==> images/met3.png <==
(3 px per um)
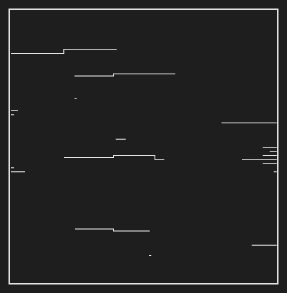
==> images/met2.png <==
(3 px per um) Cells faint in the background.
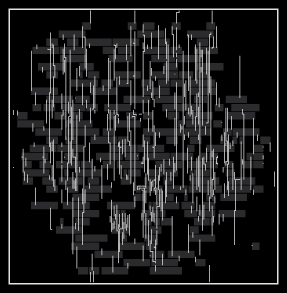
## config.mk

```make
export PLATFORM = sky130hd
export DESIGN_NAME = spi_cmd_rx
export DESIGN_NICKNAME = d
export VERILOG_FILES = /design/src/rtl/spi_cmd_rx.sv
export SDC_FILE = /design/constraint.sdc
export NUM_CORES = 1
export LEC_CHECK = 0
export CORE_AREA = 2 2 87 89
export CTS_BUF_LIST = sky130_fd_sc_hd__clkbuf_8
export CTS_CLUSTER_DIAMETER = 120
export DETAILED_ROUTE_END_ITERATION = 10
export DIE_AREA = 0 0 89 91
export GPL_TIMING_DRIVEN = 0
export PLACE_DENSITY = 0.58
export SYNTH_ARGS = -nofsm -noshare
export SYNTH_HDL_FRONTEND = slang
export SYNTH_SLANG_ARGS = --single-unit
```

## constraint.sdc

```tcl
create_clock -name clk -period 2.2 [get_ports clk]
set_input_delay 0.44 -clock clk [delete_from_list [all_inputs] [get_ports clk]]
set_output_delay 0.44 -clock clk [all_outputs]
set_load 0.01 [all_outputs]
```

## src/rtl/spi_cmd_rx.sv

```systemverilog
// SPI mode-0 slave byte receiver with a show-ahead FIFO on a valid/ready output.
// Define SPI_RX_OVF_CNT_EN to add the saturating ovf_count error counter port.
`timescale 1ns/1ps
module spi_cmd_rx #(
  parameter int DEPTH = 4
) (
  input  logic                    clk,
  input  logic                    rst_n,
  input  logic                    CS,
  input  logic                    SCK,
  input  logic                    MOSI,
  output logic [7:0]              rx_data,
  output logic                    rx_valid,
  input  logic                    rx_ready,
  output logic                    frame_err,
  output logic                    ovf,
`ifdef SPI_RX_OVF_CNT_EN
  output logic [7:0]              ovf_count,
`endif
  output logic [$clog2(DEPTH):0]  level
);

  localparam int AW = $clog2(DEPTH);
  localparam logic [AW:0] FULL_LEVEL = (AW+1)'(DEPTH);

  localparam logic [1:0] WAIT_IDLE = 2'd0;
  localparam logic [1:0] IDLE      = 2'd1;
  localparam logic [1:0] SHIFT     = 2'd2;

  logic [2:0]    cs_sync_q, cs_sync_d;
  logic [2:0]    sck_sync_q, sck_sync_d;
  logic [1:0]    mosi_sync_q, mosi_sync_d;
  logic [1:0]    prime_q, prime_d;
  logic [1:0]    state_q, state_d;
  logic [2:0]    bit_cnt_q, bit_cnt_d;
  logic [7:0]    shift_q, shift_d;
  logic [7:0]    mem_q [DEPTH];
  logic [7:0]    mem_d [DEPTH];
  logic [AW-1:0] wr_ptr_q, wr_ptr_d;
  logic [AW-1:0] rd_ptr_q, rd_ptr_d;
  logic [AW:0]   level_q, level_d;
  logic          frame_err_q, frame_err_d;
  logic          ovf_q, ovf_d;

  logic          cs_s, cs_rise, cs_fall, sck_rise, mosi_s;
  logic          push_req, push_ok, pop, full;
  logic [7:0]    push_byte;

  always_comb begin
    cs_sync_d   = {cs_sync_q[1:0], CS};
    sck_sync_d  = {sck_sync_q[1:0], SCK};
    mosi_sync_d = {mosi_sync_q[0], MOSI};
    prime_d     = {prime_q[0], 1'b1};
    cs_s        = cs_sync_q[1];
    cs_rise     = cs_sync_q[1] & ~cs_sync_q[2];
    cs_fall     = ~cs_sync_q[1] & cs_sync_q[2];
    sck_rise    = sck_sync_q[1] & ~sck_sync_q[2];
    mosi_s      = mosi_sync_q[1];
  end

  // WAIT_IDLE also waits for prime_q so the synchronizer's reset value of CS
  // is never mistaken for a real high level followed by a falling edge.
  always_comb begin
    state_d     = state_q;
    bit_cnt_d   = bit_cnt_q;
    shift_d     = shift_q;
    push_req    = 1'b0;
    push_byte   = {shift_q[6:0], mosi_s};
    frame_err_d = 1'b0;
    case (state_q)
      WAIT_IDLE: begin
        if (prime_q[1] && cs_s) state_d = IDLE;
      end
      IDLE: begin
        if (cs_fall) begin
          bit_cnt_d = 3'd0;
          shift_d   = 8'd0;
          state_d   = SHIFT;
        end
      end
      SHIFT: begin
        if (cs_rise) begin
          state_d     = IDLE;
          frame_err_d = (bit_cnt_q != 3'd0);
        end else if (sck_rise) begin
          shift_d   = push_byte;
          bit_cnt_d = bit_cnt_q + 3'd1;
          push_req  = (bit_cnt_q == 3'd7);
        end
      end
      default: state_d = WAIT_IDLE;
    endcase
  end

  // A pop in the same cycle frees the slot, so a push into a full FIFO is
  // only dropped when nothing is being consumed.
  always_comb begin
    pop      = (level_q != '0) && rx_ready;
    full     = (level_q == FULL_LEVEL);
    push_ok  = push_req && (!full || pop);
    ovf_d    = push_req && full && !pop;
    mem_d    = mem_q;
    wr_ptr_d = wr_ptr_q;
    rd_ptr_d = rd_ptr_q;
    level_d  = level_q;
    if (push_ok) begin
      mem_d[wr_ptr_q] = push_byte;
      wr_ptr_d        = wr_ptr_q + 1'b1;
    end
    if (pop) rd_ptr_d = rd_ptr_q + 1'b1;
    case ({push_ok, pop})
      2'b10:   level_d = level_q + 1'b1;
      2'b01:   level_d = level_q - 1'b1;
      default: level_d = level_q;
    endcase
  end

  always_ff @(posedge clk or negedge rst_n) begin
    if (!rst_n) begin
      cs_sync_q   <= 3'b111;
      sck_sync_q  <= 3'b000;
      mosi_sync_q <= 2'b00;
      prime_q     <= 2'b00;
      state_q     <= WAIT_IDLE;
      bit_cnt_q   <= 3'd0;
      shift_q     <= 8'd0;
      for (int i = 0; i < DEPTH; i++) mem_q[i] <= 8'd0;
      wr_ptr_q    <= '0;
      rd_ptr_q    <= '0;
      level_q     <= '0;
      frame_err_q <= 1'b0;
      ovf_q       <= 1'b0;
    end else begin
      cs_sync_q   <= cs_sync_d;
      sck_sync_q  <= sck_sync_d;
      mosi_sync_q <= mosi_sync_d;
      prime_q     <= prime_d;
      state_q     <= state_d;
      bit_cnt_q   <= bit_cnt_d;
      shift_q     <= shift_d;
      mem_q       <= mem_d;
      wr_ptr_q    <= wr_ptr_d;
      rd_ptr_q    <= rd_ptr_d;
      level_q     <= level_d;
      frame_err_q <= frame_err_d;
      ovf_q       <= ovf_d;
    end
  end

`ifdef SPI_RX_OVF_CNT_EN
  logic [7:0] ovf_count_q, ovf_count_d;

  always_comb begin
    ovf_count_d = ovf_count_q;
    if ((ovf_q || frame_err_q) && (ovf_count_q != 8'hFF))
      ovf_count_d = ovf_count_q + 8'd1;
  end

  always_ff @(posedge clk or negedge rst_n) begin
    if (!rst_n) ovf_count_q <= 8'd0;
    else        ovf_count_q <= ovf_count_d;
  end

  assign ovf_count = ovf_count_q;
`endif

  assign rx_data   = mem_q[rd_ptr_q];
  assign rx_valid  = (level_q != '0);
  assign level     = level_q;
  assign frame_err = frame_err_q;
  assign ovf       = ovf_q;

endmodule

```

==> impl_metrics.env <==
# flow metrics
export IMPL_adder_share=0.0434
export IMPL_grt_overflow=0
export IMPL_n_fill_cell=669
export IMPL_htreeDepth=3
export IMPL_cp_max_fo=5
export IMPL_cts_root_buf="clkbuf_8"
export IMPL_critPathSlowestCell="mux4_2"
export IMPL_r2r_start="bit_cnt_q[1]"
export IMPL_die_w_um=89
export IMPL_cap_violations=0
export IMPL_drt_met1_wl_mm=2.34
export IMPL_status="complete, no violations"
export IMPL_ys_sh_simple=0.0846
export IMPL_reg_top3="mem_q (32), shift_q (7)"
export IMPL_use_met1=0.197
export IMPL_top_register="mem_q"
export IMPL_area_growth_pct=24.1
export IMPL_clockBufferDepth=2
export IMPL_common_cells="dfrtp_1, mux2_2, a32o_1, inv_1"
export IMPL_dr_pass1_iters=4
export IMPL_tool_warnings=32
export IMPL_final_area_um2=3430
export IMPL_drtIter0Drc=92
export IMPL_dr_total_vias=1560
export IMPL_use_met3=0.0500
export IMPL_fp_nets=195
export IMPL_cts_hold_buf=0
export IMPL_clkTransAtPathRegs_ns=0.07
export IMPL_slowest_delay_ns=0.48
export IMPL_nets=232
export IMPL_mux_area_frac=0.201
export IMPL_grt_busiest_layer="met1"
export IMPL_worstSetupPathType="reg2out"
export IMPL_routed_wl_mm=4.88
export IMPL_via_per_inst=4.86
export IMPL_p_per_area_nw_per_um2=947
export IMPL_grt_usage=0.139
export IMPL_wl_met2_mm=2.26
export IMPL_numCtsBuffers=9
export IMPL_antenna_found_initial=0
export IMPL_place_gp_congestion=0.709
export IMPL_syn_instance_count=180
export IMPL_worst_ep_arrival_time_ns=1.70
export IMPL_r2r_slack_ns=0.10
export IMPL_yosysMostFrequentCell="dfrtp_1"
export IMPL_grtUsageMet2=0.193
export IMPL_synth_edff_count=0
export IMPL_grt_pass1_wl_mm=8.34
export IMPL_p_switching_uw=869
export IMPL_pwr_share_comb=0.202
export IMPL_max_freq_mhz=468
export IMPL_power_internal_uw=2380
export IMPL_fp_dieH_um=91
export IMPL_yosys_cells=180
export IMPL_yosys_area_top_type="dfrtp_1"
export IMPL_clkLatencyLatePin_ns=0.34
Notes on met3.png above:
share of all routed wire: 4.0%
longest straight run: 20.5 um
nets with wire on the layer: 14

Notes on met2.png above:
longest straight run: 49.6 um
nets with wire on the layer: 207
main direction: vertical

[repair_timing]
item / CTS / global route
gates cloned: 0 / 1
resized: 14 / 8
buffers inserted: 5 / 2
pin swaps: 2 / 2
endpoints found under the setup margin: 10 / 4
[area by class of cell]
type / count / area, um^2 / area share
Sequential cell: 63 / 1580 / 0.461
Multi-Input combinational cell: 102 / 1150 / 0.335
Timing Repair Buffer: 27 / 256 / 0.0747
Clock buffer: 9 / 124 / 0.0361
Tap cell: 99 / 124 / 0.0361
Clock inverter: 7 / 113 / 0.0328
Buffer: 5 / 50.0 / 0.0146
Inverter: 9 / 33.8 / 0.00984
[through the flow]
step / setup TNS [ns] / hold slack, ns / setup WS, ns / power, uW
after detailed placement: -3.31 / 0.336 / -0.684 / 1970
after global routing: -0.0367 / 0.236 / -0.0205 / 3450
after global placement: -94.81 / 0.332 / -1.72 / 1960
after floorplan: -0.0737 / 0.144 / -0.0737 / 1770
after CTS: 0 / 0.213 / 0.0284 / 3230
final: 0 / 0.171 / 0.0617 / 3250
[worst max-delay path by stage]
stage / start / endpoint / slack (ns) / cells past startpoint
2_1_floorplan: level[0] / level[2] / -0.07 / 8
3_3_place_gp: rst_n / level[0] / -1.72 / 1
3_5_place_dp: rx_ready / level[2] / -0.68 / 9
4_1_cts: cs_sync_q[2] / level[2] / 0.03 / 9
5_1_grt: bit_cnt_q[0] / level[2] / -0.02 / 10
6_report: rd_ptr_q[0] / rx_data[5] / 0.06 / 3
[power groups by stage]
stage                     clock network [uW]  registers (uW)  logic [uW]
after floorplan                            0            1370         399
after global placement                     0            1380         584
after detailed placement                   0            1380         587
after CTS                               1230            1390         597
after global routing                    1290            1420         734
final                                   1200            1400         656
[critical path, delay by kind of cell (launching register included)]
family	cells	cell delay (ns)
flops	1	0.42
mux	1	0.48
buf+inv	2	0.46
No activity file was given, so power comes from the tool's default toggle rates.
